File: config.mk
export PLATFORM = sky130hd
export DESIGN_NAME = latch_strobe_tx_flat
export DESIGN_NICKNAME = d
export VERILOG_FILES = /design/src/rtl/latch_strobe_tx_if.sv /design/src/rtl/latch_strobe_tx.sv /design/src/flat_wrapper.sv
export SDC_FILE = /design/constraint.sdc
export NUM_CORES = 1
export LEC_CHECK = 0
export CAP_MARGIN = 5
export CORE_MARGIN = 2
export CORE_UTILIZATION = 35
export DETAILED_ROUTE_END_ITERATION = 8
export PLACE_DENSITY = 0.64
export SYNTH_ARGS = -nofsm -noshare
export SYNTH_HDL_FRONTEND = slang
export SYNTH_SLANG_ARGS = --single-unit
File: constraint.sdc
create_clock -name clk -period 2.8 [get_ports clk]
set_clock_uncertainty 0.05 [all_clocks]
set_input_delay 0.56 -clock clk [delete_from_list [all_inputs] [get_ports clk]]
set_output_delay 0.56 -clock clk [all_outputs]
set_load 0.01 [all_outputs]
File: src/rtl/latch_strobe_tx_if.sv
// Handshake and latch-bus bundle for latch_strobe_tx.
// master: word producer plus latch bank observer. slave: the transmitter.
interface latch_strobe_tx_if #(
    parameter int WIDTH = 4
);
    logic             in_valid;
    logic [WIDTH-1:0] in_data;
    logic             in_ready;
    logic [WIDTH-1:0] out;
    logic             ena;
    logic             busy;
    logic             sent;

    modport master (
        output in_valid, in_data,
        input  in_ready, out, ena, busy, sent
    );

    modport slave (
        input  in_valid, in_data,
        output in_ready, out, ena, busy, sent
    );
endinterface

File: src/rtl/latch_strobe_tx.sv
// latch_strobe_tx: accepts words over valid/ready and presents them to a bank
// of transparent latches. Each word runs through SETUP, PULSE and HOLD windows.
// The gate strobe (ena) is high only during PULSE.
// All outputs come straight from flops. Each flop is loaded from the next-state
// decode, so output timing lines up with the state register.
// Optional build macro: LATCH_TX_SKID_EN adds a one-entry skid buffer. With it,
// a second word can be taken during a transfer and launched without passing
// through IDLE.
module latch_strobe_tx #(
    parameter int WIDTH     = 4,
    parameter int SETUP_CYC = 1,
    parameter int PULSE_CYC = 2,
    parameter int HOLD_CYC  = 1
) (
    input  logic                clk,
    input  logic                rst_n,
    latch_strobe_tx_if.slave    bus
);

    // A zero-width gate pulse would never open the latches, so reject it outright.
    generate
        if (PULSE_CYC < 1 || PULSE_CYC > 255) begin : g_bad_pulse
            $error("latch_strobe_tx: PULSE_CYC must be in 1..255");
        end
        if (SETUP_CYC < 0 || SETUP_CYC > 255) begin : g_bad_setup
            $error("latch_strobe_tx: SETUP_CYC must be in 0..255");
        end
        if (HOLD_CYC < 0 || HOLD_CYC > 255) begin : g_bad_hold
            $error("latch_strobe_tx: HOLD_CYC must be in 0..255");
        end
    endgenerate

    typedef enum logic [1:0] {
        IDLE  = 2'd0,
        SETUP = 2'd1,
        PULSE = 2'd2,
        HOLD  = 2'd3
    } state_t;

    localparam logic [7:0] SETUP_LD = 8'(SETUP_CYC);
    localparam logic [7:0] PULSE_LD = 8'(PULSE_CYC);
    localparam logic [7:0] HOLD_LD  = 8'(HOLD_CYC);

    state_t           state_q, state_d;
    logic [7:0]       cnt_q, cnt_d;
    logic [WIDTH-1:0] out_q, out_d;
    logic             ena_q, ena_d;
    logic             in_ready_q, in_ready_d;
    logic             busy_q, busy_d;
    logic             sent_q, sent_d;

    logic             accept;
    logic             launch;
    logic             finish;
    logic             last;
    logic [WIDTH-1:0] launch_data;

`ifdef LATCH_TX_SKID_EN
    logic             skid_full_q, skid_full_d;
    logic [WIDTH-1:0] skid_data_q, skid_data_d;
`endif

    assign accept = bus.in_valid && in_ready_q;
    assign last   = (cnt_q == 8'd1);

    // Next-state, counter reload and registered-output decode.
    always_comb begin
        state_d     = state_q;
        cnt_d       = cnt_q;
        out_d       = out_q;
        launch      = 1'b0;
        finish      = 1'b0;
        launch_data = bus.in_data;
`ifdef LATCH_TX_SKID_EN
        skid_full_d = skid_full_q;
        skid_data_d = skid_data_q;
`endif

        unique case (state_q)
            IDLE: begin
                if (accept) begin
                    launch = 1'b1;
                end
            end
            SETUP: begin
                if (last) begin
                    state_d = PULSE;
                    cnt_d   = PULSE_LD;
                end else begin
                    cnt_d = cnt_q - 8'd1;
                end
            end
            PULSE: begin
                if (last) begin
                    if (HOLD_CYC == 0) begin
                        finish = 1'b1;
                    end else begin
                        state_d = HOLD;
                        cnt_d   = HOLD_LD;
                    end
                end else begin
                    cnt_d = cnt_q - 8'd1;
                end
            end
            HOLD: begin
                if (last) begin
                    finish = 1'b1;
                end else begin
                    cnt_d = cnt_q - 8'd1;
                end
            end
            default: begin
                state_d = IDLE;
                cnt_d   = 8'd0;
            end
        endcase

        if (finish) begin
            state_d = IDLE;
            cnt_d   = 8'd0;
`ifdef LATCH_TX_SKID_EN
            // Chain straight into the next transfer when a word is waiting.
            // A buffered word has priority; an empty buffer lets a word
            // arriving on this edge bypass it.
            if (skid_full_q) begin
                launch      = 1'b1;
                launch_data = skid_data_q;
                skid_full_d = 1'b0;
            end else if (accept) begin
                launch = 1'b1;
            end
`endif
        end
`ifdef LATCH_TX_SKID_EN
        else if (accept && state_q != IDLE) begin
            skid_full_d = 1'b1;
            skid_data_d = bus.in_data;
        end
`endif

        // out only moves when a word is launched.
        if (launch) begin
            out_d = launch_data;
            if (SETUP_CYC != 0) begin
                state_d = SETUP;
                cnt_d   = SETUP_LD;
            end else begin
                state_d = PULSE;
                cnt_d   = PULSE_LD;
            end
        end

        ena_d  = (state_d == PULSE);
        busy_d = (state_d != IDLE);
        sent_d = ((state_d == HOLD) || (state_d == PULSE && HOLD_CYC == 0))
                 && (cnt_d == 8'd1);
`ifdef LATCH_TX_SKID_EN
        in_ready_d = (state_d == IDLE) || !skid_full_d;
`else
        in_ready_d = (state_d == IDLE);
`endif
    end

    // State, counter and output registers; reset clears everything at once.
    always_ff @(posedge clk or negedge rst_n) begin
        if (!rst_n) begin
            state_q    <= IDLE;
            cnt_q      <= 8'd0;
            out_q      <= '0;
            ena_q      <= 1'b0;
            in_ready_q <= 1'b0;
            busy_q     <= 1'b0;
            sent_q     <= 1'b0;
        end else begin
            state_q    <= state_d;
            cnt_q      <= cnt_d;
            out_q      <= out_d;
            ena_q      <= ena_d;
            in_ready_q <= in_ready_d;
            busy_q     <= busy_d;
            sent_q     <= sent_d;
        end
    end

`ifdef LATCH_TX_SKID_EN
    // Skid buffer storage; emptied by reset.
    always_ff @(posedge clk or negedge rst_n) begin
        if (!rst_n) begin
            skid_full_q <= 1'b0;
            skid_data_q <= '0;
        end else begin
            skid_full_q <= skid_full_d;
            skid_data_q <= skid_data_d;
        end
    end
`endif

    assign bus.out      = out_q;
    assign bus.ena      = ena_q;
    assign bus.in_ready = in_ready_q;
    assign bus.busy     = busy_q;
    assign bus.sent     = sent_q;

endmodule

File: src/flat_wrapper.sv
// flat-port wrapper written by rule: the top's interface ports become plain ports
module latch_strobe_tx_flat 
#(
    parameter int WIDTH     = 4,
    parameter int SETUP_CYC = 1,
    parameter int PULSE_CYC = 2,
    parameter int HOLD_CYC  = 1
)
  (clk, rst_n, bus_in_valid, bus_in_data, bus_in_ready, bus_out, bus_ena, bus_busy, bus_sent);
  latch_strobe_tx_if #(.WIDTH(WIDTH)) bus_i ();
  input  logic clk;
  input  logic rst_n;
  input wire logic [$bits(bus_i.in_valid)-1:0] bus_in_valid;
  input wire logic [$bits(bus_i.in_data)-1:0] bus_in_data;
  output wire logic [$bits(bus_i.in_ready)-1:0] bus_in_ready;
  output wire logic [$bits(bus_i.out)-1:0] bus_out;
  output wire logic [$bits(bus_i.ena)-1:0] bus_ena;
  output wire logic [$bits(bus_i.busy)-1:0] bus_busy;
  output wire logic [$bits(bus_i.sent)-1:0] bus_sent;
  assign bus_i.in_valid = bus_in_valid;
  assign bus_i.in_data = bus_in_data;
  assign bus_in_ready = bus_i.in_ready;
  assign bus_out = bus_i.out;
  assign bus_ena = bus_i.ena;
  assign bus_busy = bus_i.busy;
  assign bus_sent = bus_i.sent;
  latch_strobe_tx #(.WIDTH(WIDTH), .SETUP_CYC(SETUP_CYC), .PULSE_CYC(PULSE_CYC), .HOLD_CYC(HOLD_CYC)) u_core (.clk(clk), .rst_n(rst_n), .bus(bus_i));
endmodule
==> impl_metrics.py <==
# Synthesis and PnR figures
metrics = {
    "route": {
        "antenna_left": 0,
        "dr.pass1.iters": 4,
        "routedWlPerCell_um": 12.8,
        "drt-total-wl_mm": 2.01,
    },
    "logic_synthesis": {
        "xor_share_pct": 4.13,
        "synth_warnings": 0,
        "synth_top_cell_by_area": "dfrtp_1",
        "topCellsByArea": "dfrtp_1 (43%), ha_1 (11%), nand2_1 (6.4%), xnor2_1 (3.3%), nor2_1 (3.2%)",
        "edf_count": 0,
        "ys_cells": 111,
        "netlist_instances": 111,
        "ys.flops": 18,
    },
    "floorplan": {
        "core_um2": 2810,
        "die_y_um": 59.0,
        "die_width_um": 59.0,
    },
    "finish": {
        "final_cell_count_no_fill": 157,
        "syn2layout_area_growth_pct": 19.1,
        "fillers": 266,
        "sh_seq_area_pct": 35.7,
        "final-nonclk-buf-share_pct": 11.1,
    },
    "pwr": {
        "p_per_area_nw_per_um2": 341,
        "switching_share_pct": 19.6,
    },
    "global_routing": {
        "grt_pass1_vias": 840,
        "grt_pass1_wl_mm": 3.59,
        "grt_max_degree": 19,
    },
    "run_status": {
        "outcome": "completed",
    },
    "worst_setup_path": {
        "startpoint_type": "flip-flop",
        "ff2ff_setup_slack_ns": 0.38,
        "critPathMaxFanout": 5,
        "required_ns": 2.96,
    },
    "cts": {
        "clockBufferDepth": 2,
        "postCtsResizedCells": 0,
    },
    "placement": {
        "post_dp_cell_area_um2": 1230,
        "dp.final_hpwl_mm": 1.53,
    },
    "worst_hold_path": {
        "min_from": "u_core.bus.out[3]",
    },
    "final_timing": {
        "layout_min_cycle_time_ns": 2.42,
        "hold_viol": 0,
        "rsz0062_at_grt": "no",
    },
}
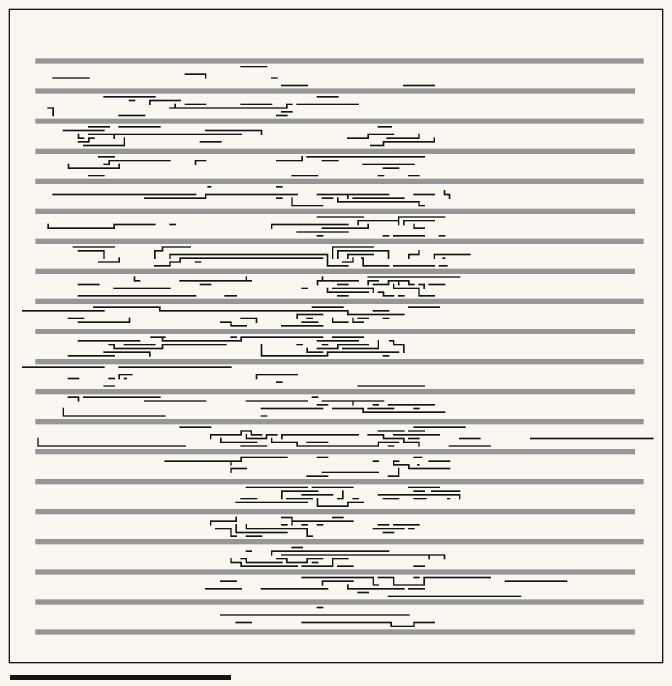
layer_met1.png
Bar = 20 um. Supply wires on this layer in gray.
- nets with wire on the layer: 124
- share of all routed wire: 48%
- longest straight run: 17.0 um
- main direction: horizontal

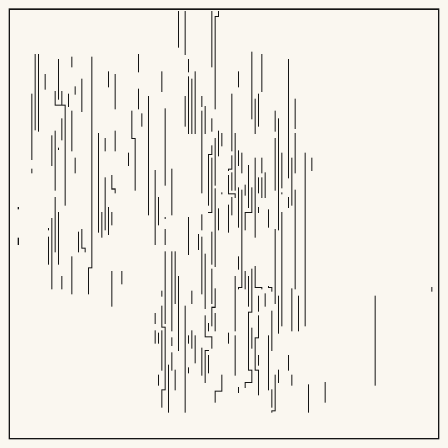
layer_met2.png
- share of all routed wire: 47%
- wire length on this layer: 946 um
- nets with wire on the layer: 115
- main direction: vertical

Power figures rest on the tool's default switching activity, not on a simulated workload.
